gate_families.png
Drawn at 4 px/micron.
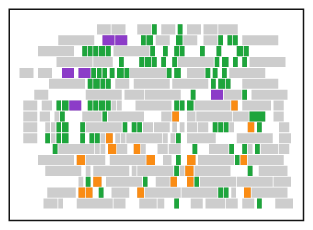
clock_map.png
Drawn at 6 px/micron.
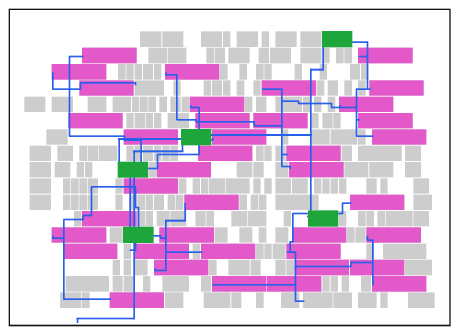
met3.png
Drawn at 6 px/micron.
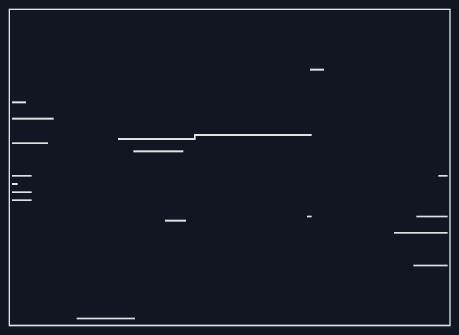
final_clocks.png
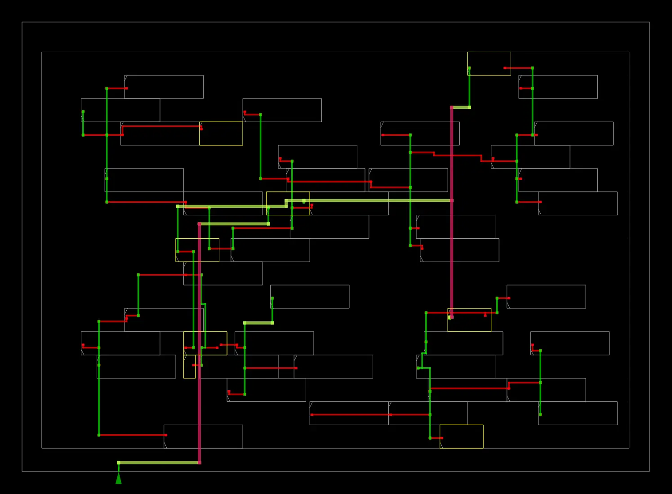
metal_stack.png
Drawn at 4 px/micron.
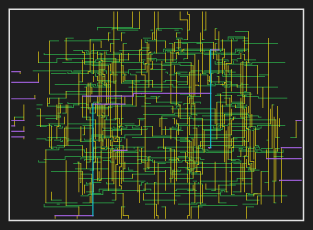
`src/rtl/serial_adder_pkg.sv`:
```
// Shared types and helpers for the bit-serial adder/subtractor.
package serial_adder_pkg;

   // Controller states; encodings are fixed so state decodes stay stable.
   typedef enum logic [1:0] {
      IDLE = 2'd0,
      RUN  = 2'd1,
      DONE = 2'd2
   } state_e;

   // Bit-counter width for a given operand width. Must hold 0..w-1;
   // clamped to one bit so a degenerate width still yields a legal vector.
   function automatic int cnt_width(input int w);
      return (w < 2) ? 1 : $clog2(w);
   endfunction

endpackage

```
`src/rtl/full_adder_cell.sv`:
```
// One-bit full adder built from two half-adder stages joined by an OR.
module full_adder_cell (
   input  logic x,
   input  logic y,
   input  logic ci,
   output logic s,
   output logic co
);

   logic h1_s, h1_c;
   logic h2_c;

   // First half adder: operand bits.
   assign h1_s = x ^ y;
   assign h1_c = x & y;

   // Second half adder: partial sum plus incoming carry.
   assign s    = h1_s ^ ci;
   assign h2_c = h1_s & ci;

   // At most one half adder can generate a carry, so OR merges them.
   assign co   = h1_c | h2_c;

endmodule

```
`src/rtl/serial_adder.sv`:
```
// Bit-serial adder/subtractor: one full-adder cell, LSB first, WIDTH+2
// cycles per operation with a start/ready/done handshake.
module serial_adder
   import serial_adder_pkg::*;
#(
   parameter int WIDTH = 8
) (
   input  logic             clk,
   input  logic             rst,
   input  logic             start,
   input  logic             sub,
   input  logic [WIDTH-1:0] a,
   input  logic [WIDTH-1:0] b,
   output logic             ready,
   output logic             done,
   output logic [WIDTH-1:0] sum,
   output logic             cout,
   output logic             ovf
);

   localparam int             CW   = cnt_width(WIDTH);
   localparam logic [CW-1:0]  LAST = CW'(WIDTH - 1);

   state_e            state_q, state_d;
   logic [WIDTH-1:0]  opa_q, opa_d;
   logic [WIDTH-1:0]  opb_q, opb_d;
   logic [WIDTH-1:0]  res_q, res_d;
   logic              carry_q, carry_d;
   logic [CW-1:0]     cnt_q, cnt_d;
   logic [WIDTH-1:0]  sum_q, sum_d;
   logic              cout_q, cout_d;
   logic              ovf_q, ovf_d;

   logic              fa_s, fa_co;
   logic              last_bit;

   // The single arithmetic cell; it always looks at the operand LSBs.
   full_adder_cell u_fa (
      .x  (opa_q[0]),
      .y  (opb_q[0]),
      .ci (carry_q),
      .s  (fa_s),
      .co (fa_co)
   );

   assign last_bit = (cnt_q == LAST);

   // Next-state logic for the IDLE -> RUN -> DONE -> IDLE sequence.
   always_comb begin
      state_d = state_q;
      case (state_q)
         IDLE:    if (start) state_d = RUN;
         RUN:     if (last_bit) state_d = DONE;
         DONE:    state_d = IDLE;
         default: state_d = IDLE;
      endcase
   end

   // Datapath next values: load on acceptance, shift one bit per RUN cycle.
   always_comb begin
      opa_d   = opa_q;
      opb_d   = opb_q;
      res_d   = res_q;
      carry_d = carry_q;
      cnt_d   = cnt_q;
      sum_d   = sum_q;
      cout_d  = cout_q;
      ovf_d   = ovf_q;
      case (state_q)
         IDLE: begin
            if (start) begin
               // Subtract is a + ~b + 1: invert B and seed the carry with 1.
               opa_d   = a;
               opb_d   = sub ? ~b : b;
               carry_d = sub;
               cnt_d   = '0;
               res_d   = '0;
            end
         end
         RUN: begin
            res_d   = {fa_s, res_q[WIDTH-1:1]};
            opa_d   = opa_q >> 1;
            opb_d   = opb_q >> 1;
            carry_d = fa_co;
            cnt_d   = cnt_q + CW'(1);
            if (last_bit) begin
               // On the MSB cycle carry_q is the carry into the MSB, so the
               // overflow test needs no separate capture flop.
               sum_d  = {fa_s, res_q[WIDTH-1:1]};
               cout_d = fa_co;
               ovf_d  = carry_q ^ fa_co;
            end
         end
         default: ;
      endcase
   end

   // State and datapath registers; reset clears everything immediately.
   always_ff @(posedge clk or posedge rst) begin
      if (rst) begin
         state_q <= IDLE;
         opa_q   <= '0;
         opb_q   <= '0;
         res_q   <= '0;
         carry_q <= 1'b0;
         cnt_q   <= '0;
         sum_q   <= '0;
         cout_q  <= 1'b0;
         ovf_q   <= 1'b0;
      end else begin
         state_q <= state_d;
         opa_q   <= opa_d;
         opb_q   <= opb_d;
         res_q   <= res_d;
         carry_q <= carry_d;
         cnt_q   <= cnt_d;
         sum_q   <= sum_d;
         cout_q  <= cout_d;
         ovf_q   <= ovf_d;
      end
   end

   // Handshake flags decode straight from the state register.
   assign ready = (state_q == IDLE);
   assign done  = (state_q == DONE);
   assign sum   = sum_q;
   assign cout  = cout_q;
   assign ovf   = ovf_q;

endmodule

```
`config.mk`:
```
export PLATFORM = sky130hd
export DESIGN_NAME = serial_adder
export DESIGN_NICKNAME = d
export VERILOG_FILES = /design/src/rtl/serial_adder_pkg.sv /design/src/rtl/full_adder_cell.sv /design/src/rtl/serial_adder.sv
export SDC_FILE = /design/constraint.sdc
export NUM_CORES = 1
export LEC_CHECK = 0
export ABC_AREA = 1
export CAP_MARGIN = 20
export CORE_ASPECT_RATIO = 0.7
export CORE_MARGIN = 2
export CORE_UTILIZATION = 51
export DETAILED_ROUTE_END_ITERATION = 8
export PLACE_DENSITY = 0.81
export SLEW_MARGIN = 20
export SYNTH_ARGS = -nofsm -noshare
export SYNTH_HDL_FRONTEND = slang
export SYNTH_SLANG_ARGS = --single-unit
```
`constraint.sdc`:
```
create_clock -name clk -period 1.55 [get_ports clk]
set_clock_uncertainty 0.1 [all_clocks]
set_input_delay 0.31 -clock clk [delete_from_list [all_inputs] [get_ports clk]]
set_output_delay 0.31 -clock clk [all_outputs]
set_load 0.005 [all_outputs]
```
==> metrics.csv <==
metric;value;unit
synth_area;0.00171;sq mm
syn_nets;219;
relSlewSlack;0.815;
pwr-share-comb;0.417;
drtPass1Iterations;4;
tritoncts;done;
clockBufferDepth;2;
die_w;73.2;microns
vias_per_cell;4.93;
ys_cells;196;
clkSlewWorstSetupHoldPaths;70;ps
rows;17;
ff2ff_path_depth;7;
place_ws;25.3;ps
yosysTopAreaCell;dfrtp_1;
ys_seq_frac;0.571;
chipArea;0.00384;sq mm
ys_area;0.00171;sq mm
crit_top_cell;nand2_1;
cp_num_buf_inv;3;
p_leak;0.00124;uW
fin_cells;282;
warnings;26;
path_delay_family;buffers and inverters;
finalCriticalPeriod;1490;ps
power.switching;1480;uW
reg2reg_to;opb_q[0]$_DFFE_PP0P_;
grtUsageMet1;0.328;
switching_share;0.358;
syn2layout_area_growth;33.9;%
critPathLaunchType;register;
io_buffers;31;
peakVddDrop;0.904;mV
setup_ws;57.9;ps
gr-usage-met2;0.311;
simple_gate_area_frac;0.257;
yosys.area.top_type_share;0.571;
grt.overflow.total;0;
synth-xor-area-share;0.0307;
edf_count;0;
finalSetupViolations;0;
max_slew.worst_pin.slew;276;ps
hpwl;2490;microns
status;finished, final reports clean;
crit_fanout;23;
rsz0062_at_grt;no;
drtIter0Drc;87;
arrival;1570;ps
placed_cells;267;
slowest_stage;dfrtp_1;
antenna_found_initial;0;
die_height;52.5;microns
dr_wl_met3;100;microns
power_density;1810;mW/mm^2
maxSlewViolCount;0;
fp_util;0.540;
drcViolationCount;0;
cts_root_buf;clkbuf_8;
placeableCoreArea;0.00317;sq mm
power.internal;2660;uW
crit_path_end_kind;register;
m1WireLength;1830;microns
max_stage_delay;410;ps
n_antenna_cell;0;
hold_viol;0;
grt_pass1_vias;1351;
ys_ff;39;
crit_required;1630;ps
htree_levels;2;
Notes on gate_families.png above:
[NAND gates] green | cells: 97 | most used: nand2_1
[XOR/XNOR gates] purple | cells: 6 | most used: xor2_1
[inverting AOI/OAI gates] orange | cells: 18 | most used: o21ai_1

Notes on clock_map.png above:
[flip-flops] magenta | count: 39
[cells driving clock nets] green | count: 5
[clock wires] blue | length: 440 microns
routed clock nets: 6
clk latency late pin: 290 ps
power share of the clock group: 0.178
P_clk: 736 uW

Notes on met3.png above:
wire length on this layer: 100 microns
nets with wire on the layer: 14
main direction: horizontal
longest straight run: 19.3 microns
share of all routed wire: 2.8%
final WL: 3590 microns
via count: 1,390
met3 Use GR: 0.0519

Notes on final_clocks.png above:
Sink Count: 39
Inserted Clock Buffers: 5
FF+latch count: 39

Notes on metal_stack.png above:
[met4] cyan | wire length: 52.4 microns
[met2] yellow | wire length: 1,610 microns
[met1] green | wire length: 1,830 microns
[met3] purple | wire length: 100 microns
Routed wire per std cell: 12.7 microns
GR Util All Layers: 0.222

[what timing repair did]
action,in CTS,in global routing
endpoints found under the setup margin,8,6
hold buffers,0,0
gates resized,12,6
buffers inserted,3,4
[through the flow]
step                      hold slack [ps]  area [sq um]  power, uW   util
after detailed placement              364          2130       3350  0.672
after CTS                             275          2250       4110  0.711
after floorplan                       320          1710       2660      -
final                                 269          2290       4140  0.723
after global placement                360          2130       3250  0.672
after global routing                  292          2290       4490  0.723
[power groups by stage]
stage | Clock, uW | Combinational [uW] | Sequential [uW]
final | 736 | 1730 | 1680
after global routing | 799 | 1970 | 1720
after detailed placement | 0 | 1650 | 1700
after global placement | 0 | 1580 | 1670
after CTS | 751 | 1690 | 1670
after floorplan | 0 | 1000 | 1660
[worst max-delay path by stage]
| stage | to | depth (start not counted) |
|---|---|---|
| 2_1_floorplan | ovf$_DFFE_PP0P_ | 3 |
| 3_3_place_gp | opb_q[0]$_DFFE_PP0P_ | 6 |
| 3_5_place_dp | opb_q[5]$_DFFE_PP0P_ | 6 |
| 4_1_cts | done | 3 |
| 5_1_grt | opb_q[5]$_DFFE_PP0P_ | 7 |
| 6_report | opb_q[0]$_DFFE_PP0P_ | 7 |
[cells by family after synthesis]
group | Yosys count
xor gates and xnor gates | 6
buffers and inverters | 22
and+or+nand+nor | 108
adders and majority gates | 3
DFF | 39
AOI/OAI and AO/OA | 18
[area by class of cell]
cell class / instances / area [sq um]
Sequential cell: 39 / 976
Fill cell: 250 / 878
Clock buffer: 8 / 100
Multi-Input combinational cell: 135 / 639
Inverter: 15 / 56.3
Tap cell: 38 / 47.5
Timing Repair Buffer: 47 / 472
[tightest hold or removal path, stage by stage]
cell	delay [ps]
clkdlybuf4s50_1	390
inv_1	90
buf_12	230
Power figures rest on the tool's default switching activity, not on a simulated workload.
